**src/rtl/x_encoder_pkg.sv**
```systemverilog
// Shared types and constants for the quadrature encoder generator:
// FSM state encoding, the phase-to-AB lookup and the default minimum step period.
package x_encoder_pkg;

  typedef enum logic [1:0] {
    ST_IDLE,
    ST_WAIT,
    ST_STEP,
    ST_DONE
  } state_t;

  localparam int unsigned MIN_PERIOD_DEFAULT = 2;

  // Entry [n] is {A,B} for phase n; walking up the table is a forward count.
  localparam logic [3:0][1:0] AB_TABLE = {2'b01, 2'b11, 2'b10, 2'b00};

  function automatic logic [1:0] phase_to_ab(input logic [1:0] phase);
    return AB_TABLE[phase];
  endfunction

endpackage

```
**src/rtl/x_encoder_gen_if.sv**
```systemverilog
// Move-command handshake between a motion controller (master) and the
// encoder generator (slave).
interface x_encoder_gen_if;

  logic               cmd_valid_i;
  logic               cmd_ready_o;
  logic signed [31:0] cmd_target_i;
  logic        [15:0] step_period_i;

  modport master (
    output cmd_valid_i,
    output cmd_target_i,
    output step_period_i,
    input  cmd_ready_o
  );

  modport slave (
    input  cmd_valid_i,
    input  cmd_target_i,
    input  step_period_i,
    output cmd_ready_o
  );

endinterface

```
**src/rtl/x_encoder_step_timer.sv**
```systemverilog
// Step period counter: cleared by load, counts while run is high and flags
// expire on the last clock of a period.
module x_encoder_step_timer (
  input  logic        clk,
  input  logic        rst_n,
  input  logic        load,
  input  logic        run,
  input  logic [15:0] period,
  output logic        expire
);

  logic [15:0] count;

  // NOTE: sequential state is written with non-blocking assignments only, so
  // every flop samples pre-edge values regardless of block evaluation order.
  always_ff @(posedge clk or negedge rst_n) begin
    if (!rst_n) begin
      count <= '0;
    end else if (load) begin
      count <= '0;
    end else if (run) begin
      count <= count + 16'd1;
    end
  end

  // period is never below 2, so period-1 cannot underflow.
  assign expire = run && (count == period - 16'd1);

endmodule

```
**src/rtl/x_encoder_gen.sv**
```systemverilog
// Quadrature encoder generator: steps a position counter toward a commanded
// target and emits A/B (and optional Z) edges. Define X_ENCODER_Z_INDEX_EN to enable Z.
module x_encoder_gen
  import x_encoder_pkg::*;
#(
  parameter int unsigned PPR_LOG2   = 12,
  parameter int unsigned MIN_PERIOD = MIN_PERIOD_DEFAULT
) (
  input  logic               clk,
  input  logic               rst_n,
  x_encoder_gen_if.slave     cmd,
  input  logic               zero_calib_i,
  output logic               enc_a_o,
  output logic               enc_b_o,
  output logic               enc_z_o,
  output logic signed [31:0] pos_o,
  output logic               busy_o,
  output logic               done_o
);

  // Reset asserts asynchronously but is released on a clock edge.
  logic [1:0] rst_pipe;
  logic       rst_sync_n;

  always_ff @(posedge clk or negedge rst_n) begin
    if (!rst_n) rst_pipe <= 2'b00;
    else        rst_pipe <= {rst_pipe[0], 1'b1};
  end

  assign rst_sync_n = rst_pipe[1];

  logic [2:0] calib_q;
  logic       calib_edge;

  always_ff @(posedge clk or negedge rst_sync_n) begin
    if (!rst_sync_n) calib_q <= '0;
    else             calib_q <= {calib_q[1:0], zero_calib_i};
  end

  assign calib_edge = calib_q[1] & ~calib_q[2];

  state_t             state;
  logic signed [31:0] pos;
  logic signed [31:0] target;
  logic        [15:0] period_q;
  logic        [1:0]  phase;
  logic        [1:0]  ab_q;
  logic               done_q;

  logic               accept;
  logic        [15:0] period_clamped;
  logic signed [31:0] diff;
  logic signed [31:0] pos_next;
  logic        [1:0]  phase_next;
  logic               timer_load;
  logic               timer_expire;

  assign cmd.cmd_ready_o = (state == ST_IDLE) && !calib_edge;
  assign accept          = cmd.cmd_valid_i && cmd.cmd_ready_o;
  assign timer_load      = accept || (state == ST_STEP);

  // NOTE: every signal written here gets a default first, so no path leaves
  // it unassigned and no latch is inferred.
  always_comb begin
    period_clamped = cmd.step_period_i;
    if (cmd.step_period_i < 16'(MIN_PERIOD)) period_clamped = 16'(MIN_PERIOD);
    diff       = target - pos;
    pos_next   = pos - 32'sd1;
    phase_next = phase - 2'd1;
    if (diff > 0) begin
      pos_next   = pos + 32'sd1;
      phase_next = phase + 2'd1;
    end
  end

  x_encoder_step_timer u_timer (
    .clk    (clk),
    .rst_n  (rst_sync_n),
    .load   (timer_load),
    .run    (state == ST_WAIT),
    .period (period_q),
    .expire (timer_expire)
  );

  always_ff @(posedge clk or negedge rst_sync_n) begin
    if (!rst_sync_n) begin
      state    <= ST_IDLE;
      pos      <= '0;
      target   <= '0;
      period_q <= 16'(MIN_PERIOD);
      phase    <= 2'd0;
      ab_q     <= 2'b00;
      done_q   <= 1'b0;
    end else begin
      done_q <= (state == ST_DONE);
      unique case (state)
        ST_IDLE: begin
          // Calibration has priority; the command simply stays pending.
          if (calib_edge) begin
            pos <= '0;
          end else if (cmd.cmd_valid_i) begin
            target   <= cmd.cmd_target_i;
            period_q <= period_clamped;
            state    <= (cmd.cmd_target_i == pos) ? ST_DONE : ST_WAIT;
          end
        end
        ST_WAIT: begin
          if (timer_expire) state <= ST_STEP;
        end
        ST_STEP: begin
          pos   <= pos_next;
          phase <= phase_next;
          ab_q  <= phase_to_ab(phase_next);
          state <= (pos_next == target) ? ST_DONE : ST_WAIT;
        end
        ST_DONE: begin
          state <= ST_IDLE;
        end
        default: state <= ST_IDLE;
      endcase
    end
  end

`ifdef X_ENCODER_Z_INDEX_EN
  logic z_q;

  // Tracks pos so the index pulse lines up with the A/B edge that reaches it.
  always_ff @(posedge clk or negedge rst_sync_n) begin
    if (!rst_sync_n) begin
      z_q <= 1'b1;
    end else if ((state == ST_IDLE) && calib_edge) begin
      z_q <= 1'b1;
    end else if (state == ST_STEP) begin
      z_q <= (pos_next[PPR_LOG2-1:0] == '0);
    end
  end

  assign enc_z_o = z_q;
`else
  assign enc_z_o = 1'b0;
`endif

  assign enc_a_o = ab_q[1];
  assign enc_b_o = ab_q[0];
  assign pos_o   = pos;
  assign busy_o  = (state != ST_IDLE);
  assign done_o  = done_q;

endmodule

```
**src/flat_wrapper.sv**
```systemverilog
// flat-port wrapper written by rule: the top's interface ports become plain ports
module x_encoder_gen_flat import x_encoder_pkg::*;
#(
  parameter int unsigned PPR_LOG2   = 12,
  parameter int unsigned MIN_PERIOD = MIN_PERIOD_DEFAULT
)
  (clk, rst_n, zero_calib_i, enc_a_o, enc_b_o, enc_z_o, pos_o, busy_o, done_o, cmd_cmd_valid_i, cmd_cmd_target_i, cmd_step_period_i, cmd_cmd_ready_o);
  x_encoder_gen_if cmd_i ();
  input  logic clk;
  input  logic rst_n;
  input  logic zero_calib_i;
  output logic enc_a_o;
  output logic enc_b_o;
  output logic enc_z_o;
  output logic signed [31:0] pos_o;
  output logic busy_o;
  output logic done_o;
  input wire logic [$bits(cmd_i.cmd_valid_i)-1:0] cmd_cmd_valid_i;
  input wire logic [$bits(cmd_i.cmd_target_i)-1:0] cmd_cmd_target_i;
  input wire logic [$bits(cmd_i.step_period_i)-1:0] cmd_step_period_i;
  output wire logic [$bits(cmd_i.cmd_ready_o)-1:0] cmd_cmd_ready_o;
  assign cmd_i.cmd_valid_i = cmd_cmd_valid_i;
  assign cmd_i.cmd_target_i = cmd_cmd_target_i;
  assign cmd_i.step_period_i = cmd_step_period_i;
  assign cmd_cmd_ready_o = cmd_i.cmd_ready_o;
  x_encoder_gen #(.PPR_LOG2(PPR_LOG2), .MIN_PERIOD(MIN_PERIOD)) u_core (.clk(clk), .rst_n(rst_n), .cmd(cmd_i), .zero_calib_i(zero_calib_i), .enc_a_o(enc_a_o), .enc_b_o(enc_b_o), .enc_z_o(enc_z_o), .pos_o(pos_o), .busy_o(busy_o), .done_o(done_o));
endmodule
```
**config.mk**
```make
export PLATFORM = sky130hd
export DESIGN_NAME = x_encoder_gen_flat
export DESIGN_NICKNAME = d
export VERILOG_FILES = /design/src/rtl/x_encoder_pkg.sv /design/src/rtl/x_encoder_gen_if.sv /design/src/rtl/x_encoder_step_timer.sv /design/src/rtl/x_encoder_gen.sv /design/src/flat_wrapper.sv
export SDC_FILE = /design/constraint.sdc
export NUM_CORES = 1
export LEC_CHECK = 0
export ABC_AREA = 1
export CAP_MARGIN = 25
export CORE_MARGIN = 5
export CORE_UTILIZATION = 50
export DETAILED_ROUTE_END_ITERATION = 8
export PLACE_DENSITY_LB_ADDON = 0.3
export SYNTH_ARGS = -nofsm -noshare
export SYNTH_HDL_FRONTEND = slang
export SYNTH_SLANG_ARGS = --single-unit
```
**constraint.sdc**
```tcl
create_clock -name clk -period 6.9 [get_ports clk]
set_input_delay 1.38 -clock clk [delete_from_list [all_inputs] [get_ports clk]]
set_output_delay 1.38 -clock clk [all_outputs]
set_load 0.01 [all_outputs]
```
==> results.py <==
# Flow results
metrics = {
    "placement": {
        "dpl-instance-area_sq_um": 11500,
        "dp_slack_ns": 1.27,
        "gp_congestion": 0.987,
        "hpwlAfterDp_mm": 26.8,
        "portBuffers": 88,
    },
    "cells_and_area": {
        "drive_gt1_share_pct": 4.63,
        "area_growth_pct": 14.7,
        "nets": 1847,
        "design_area_sq_um": 11800,
        "lay_top_count": "nand2_1",
        "nFillCells": 1968,
        "antenna_cells": 0,
        "final_cell_mix": "nand2_1 (561), inv_1 (275), nor2_1 (134), dfrtp_1 (105), nand3_1 (90)",
    },
    "clock_network": {
        "clock-sinks": 107,
        "clk_latency_ns": 0.37,
        "clk_pin_slew_worst_paths_ns": 0.09,
        "cts_tree": "built",
        "postCtsHoldBufs": 0,
        "clock_tree.buffer_depth": 2,
        "cts_root_buf": "clkbuf_16",
        "htree_levels": 3,
        "cts_setup_buffers": 0,
    },
    "timing": {
        "final-hold-violation-count": 0,
        "fmax_mhz": 175,
        "maxSlewViolCount": 0,
        "slew-limit-headroom_pct": 32.3,
        "tightest_slew_ns": 1.02,
        "period_used_pct": 82.8,
        "hold_ws_ns": 0.311,
        "setup_violations": 0,
        "setup_ws_ns": 1.18,
        "finalCriticalPeriod_ns": 5.72,
        "rsz0062_at_grt": "no",
        "fin_tns_setup_ns": 0,
    },
    "pwr": {
        "comb_power_mw": 0.0630,
        "powerDensity_nw_per_um2": 105,
        "clkPwrFrac_pct": 44.1,
        "switchingPower_mw": 0.324,
        "combinationalPowerShare_pct": 5.1,
        "power_leader": "sequential cells",
        "intPower_mw": 0.920,
        "total_power_mw": 1.24,
        "p_seq_mw": 0.633,
        "peakVddDrop_uv": 122,
        "leakage_nw": 6.10,
        "pg_clk_mw": 0.548,
        "p_sw_share_pct": 26.0,
        "pwr-share-seq_pct": 50.9,
    },
    "synth": {
        "ys_chip_area_sq_um": 10300,
        "ys_sh_simple_pct": 37.2,
        "synth_seq_share_pct": 25.9,
        "synth_area_sq_um": 10300,
        "synth.logic.top_family": "simple AND/OR/NAND/NOR gates",
        "topCellsByArea": "dfrtp_1 (26%), nand2_1 (20%), inv_1 (10%), ha_1 (8.5%), nor2_1 (4.9%)",
        "xor_area_share_pct": 6.12,
        "synth.distinct_cells": 57,
        "ys_cells": 1638,
        "yosysTopAreaCellShare_pct": 25.7,
        "adder_share_pct": 8.87,
        "syn_avg_cell_area_sq_um": 6.31,
        "top_area_cell": "dfrtp_1",
        "ys_ff": 107,
        "flop_cell": "dfrtp_1",
        "edf_count": 0,
        "ys_top_cells_by_count": "nand2_1 (561), inv_1 (275), nor2_1 (135)",
        "synth_warnings": 0,
        "aoi_share_pct": 10.9,
        "top_cell": "nand2_1",
        "mux_area_share_pct": 0,
        "synthesis.nets": 1762,
        "syn_inst": 1638,
        "async_flop_share_pct": 100,
    },
    "detailed_routing": {
        "routed.top_layer": "met4",
        "wirelength_mm": 33.1,
        "drtAntennaViolNets": 0,
        "wl_met3_mm": 2.71,
        "route.detailed.drc": 0,
        "dr.pass1.iters": 8,
        "vias_per_cell": 5.43,
        "wl_met2_mm": 14.0,
        "drt_iter0_markers": 1065,
        "num_vias": 10800,
        "wl_met1_mm": 15.6,
    },
    "flow_run": {
        "warning_count": 33,
        "max-cap-violations": 0,
    },
    "global_route": {
        "grt_overflow_total": 0,
        "track_usage_pct": 27.5,
        "use_met3_pct": 3.93,
        "grt_pass1_wl_mm": 52.4,
        "grt_pass1_vias": 9794,
        "grt_start_max_net_pins": 72,
        "met2_usage_pct": 40.9,
        "grt_antenna_before_repair": 0,
        "grt_use_met1_pct": 41.9,
        "top_usage_layer": "met1",
    },
    "setup_path": {
        "r2r_slack_ns": 1.18,
        "max_stage_delay_ns": 0.57,
        "cp.arrival_ns": 6.02,
        "timing.rr.start": "u_core.pos_o[0]",
        "reg2reg_to": "u_core.state[1]",
        "crit_slowest_cell": "dfrtp_1",
        "setup.worst_path.end": "u_core.state[1]",
        "cp_data_required_time_ns": 7.20,
        "crit_top_cell": "nand2_1",
        "startpoint_type": "register",
        "startpoint": "u_core.pos_o[0]",
        "r2r_cells": 32,
        "crit_type": "reg -> reg",
        "worstPathMaxFanout": 42,
    },
    "die": {
        "die_w_um": 154,
        "io_pins": 90,
        "core-area_sq_um": 20300,
        "rows": 52,
        "die_h_um": 154,
        "dieArea_sq_um": 23600,
        "initCoreUtil_pct": 50.9,
    },
    "outcome": {
        "outcome": "complete, no violations",
    },
    "hold_path": {
        "hold_class": "reg -> async",
    },
}
worst max-delay path, delay by kind of cell (launching register included):
kind | cells | cell delay (ns)
buffers and inverters | 2 | 0.23
adders and majority gates | 3 | 1.11
and+or+nand+nor | 22 | 2.84
xor gates and xnor gates | 2 | 0.33
DFF | 1 | 0.57
AOI/OAI and AO/OA | 3 | 0.51
area by class of cell:
cell class                      count  area, sq um  area share [%]
Clock inverter                      7         80.1           0.676
Tap cell                          270          338            2.85
Multi-Input combinational cell   1232         6530            55.1
Sequential cell                   107         2680            22.6
Timing Repair Buffer               93          938            7.92
Clock buffer                        9          225            1.90
Inverter                          280         1050            8.87
through the flow:
step                      instances  util, %
after floorplan                1638        -
after global placement         1981     56.7
after detailed placement       1981     56.7
after CTS                      1997     58.2
after global routing           1998     58.4
final                          1998     58.4
power_grid.png
Scale bar: 50 um. Pins as bars on the die edge. Tap cells in grey.
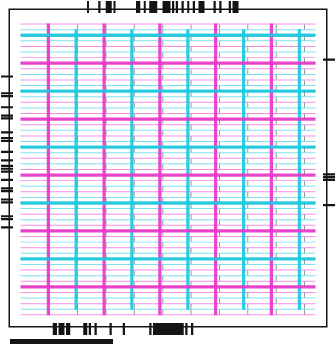
Key: VDD = cyan; VSS = magenta
10 straps on met5. 90 signal pins sit on the boundary. 53 met1 rails follow the rows. The core has 52 rows. 270 tap cells.

placement_by_type.png
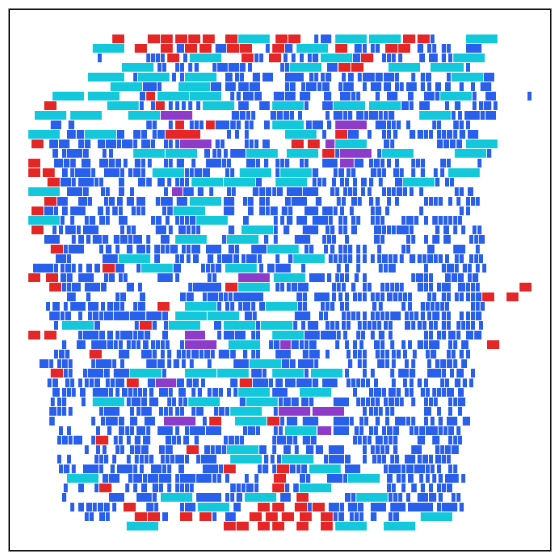
Key: clock drivers and dummy loads = purple [cells 16]; other buffers and delay cells = red [cells 93]; combinational and other logic = blue [cells 1512]; flops = cyan [cells 107]

clk_routes.png
Scale bar: 50 um.
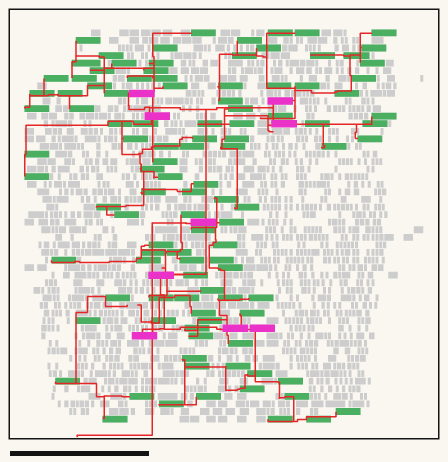
Key: clock drivers = magenta [count 9]; clock wires = red [length 1580 um]; flip-flops = green [count 107]
There are 10 routed clock nets.

wires.png
Scale bar: 50 um. Two of the layers only.
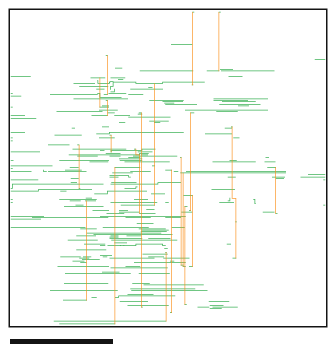
Key: metal 3 = green [wire length 2710 um]; metal 4 = orange [wire length 864 um]

clocks.png
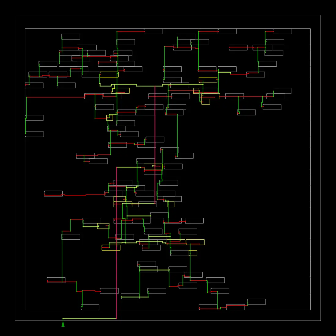
flip-flops: 107
Layout clock buffers: 9
clock skew: 0.0109 ns
CTS buffer count: 9

Power figures rest on the tool's default switching activity, not on a simulated workload.
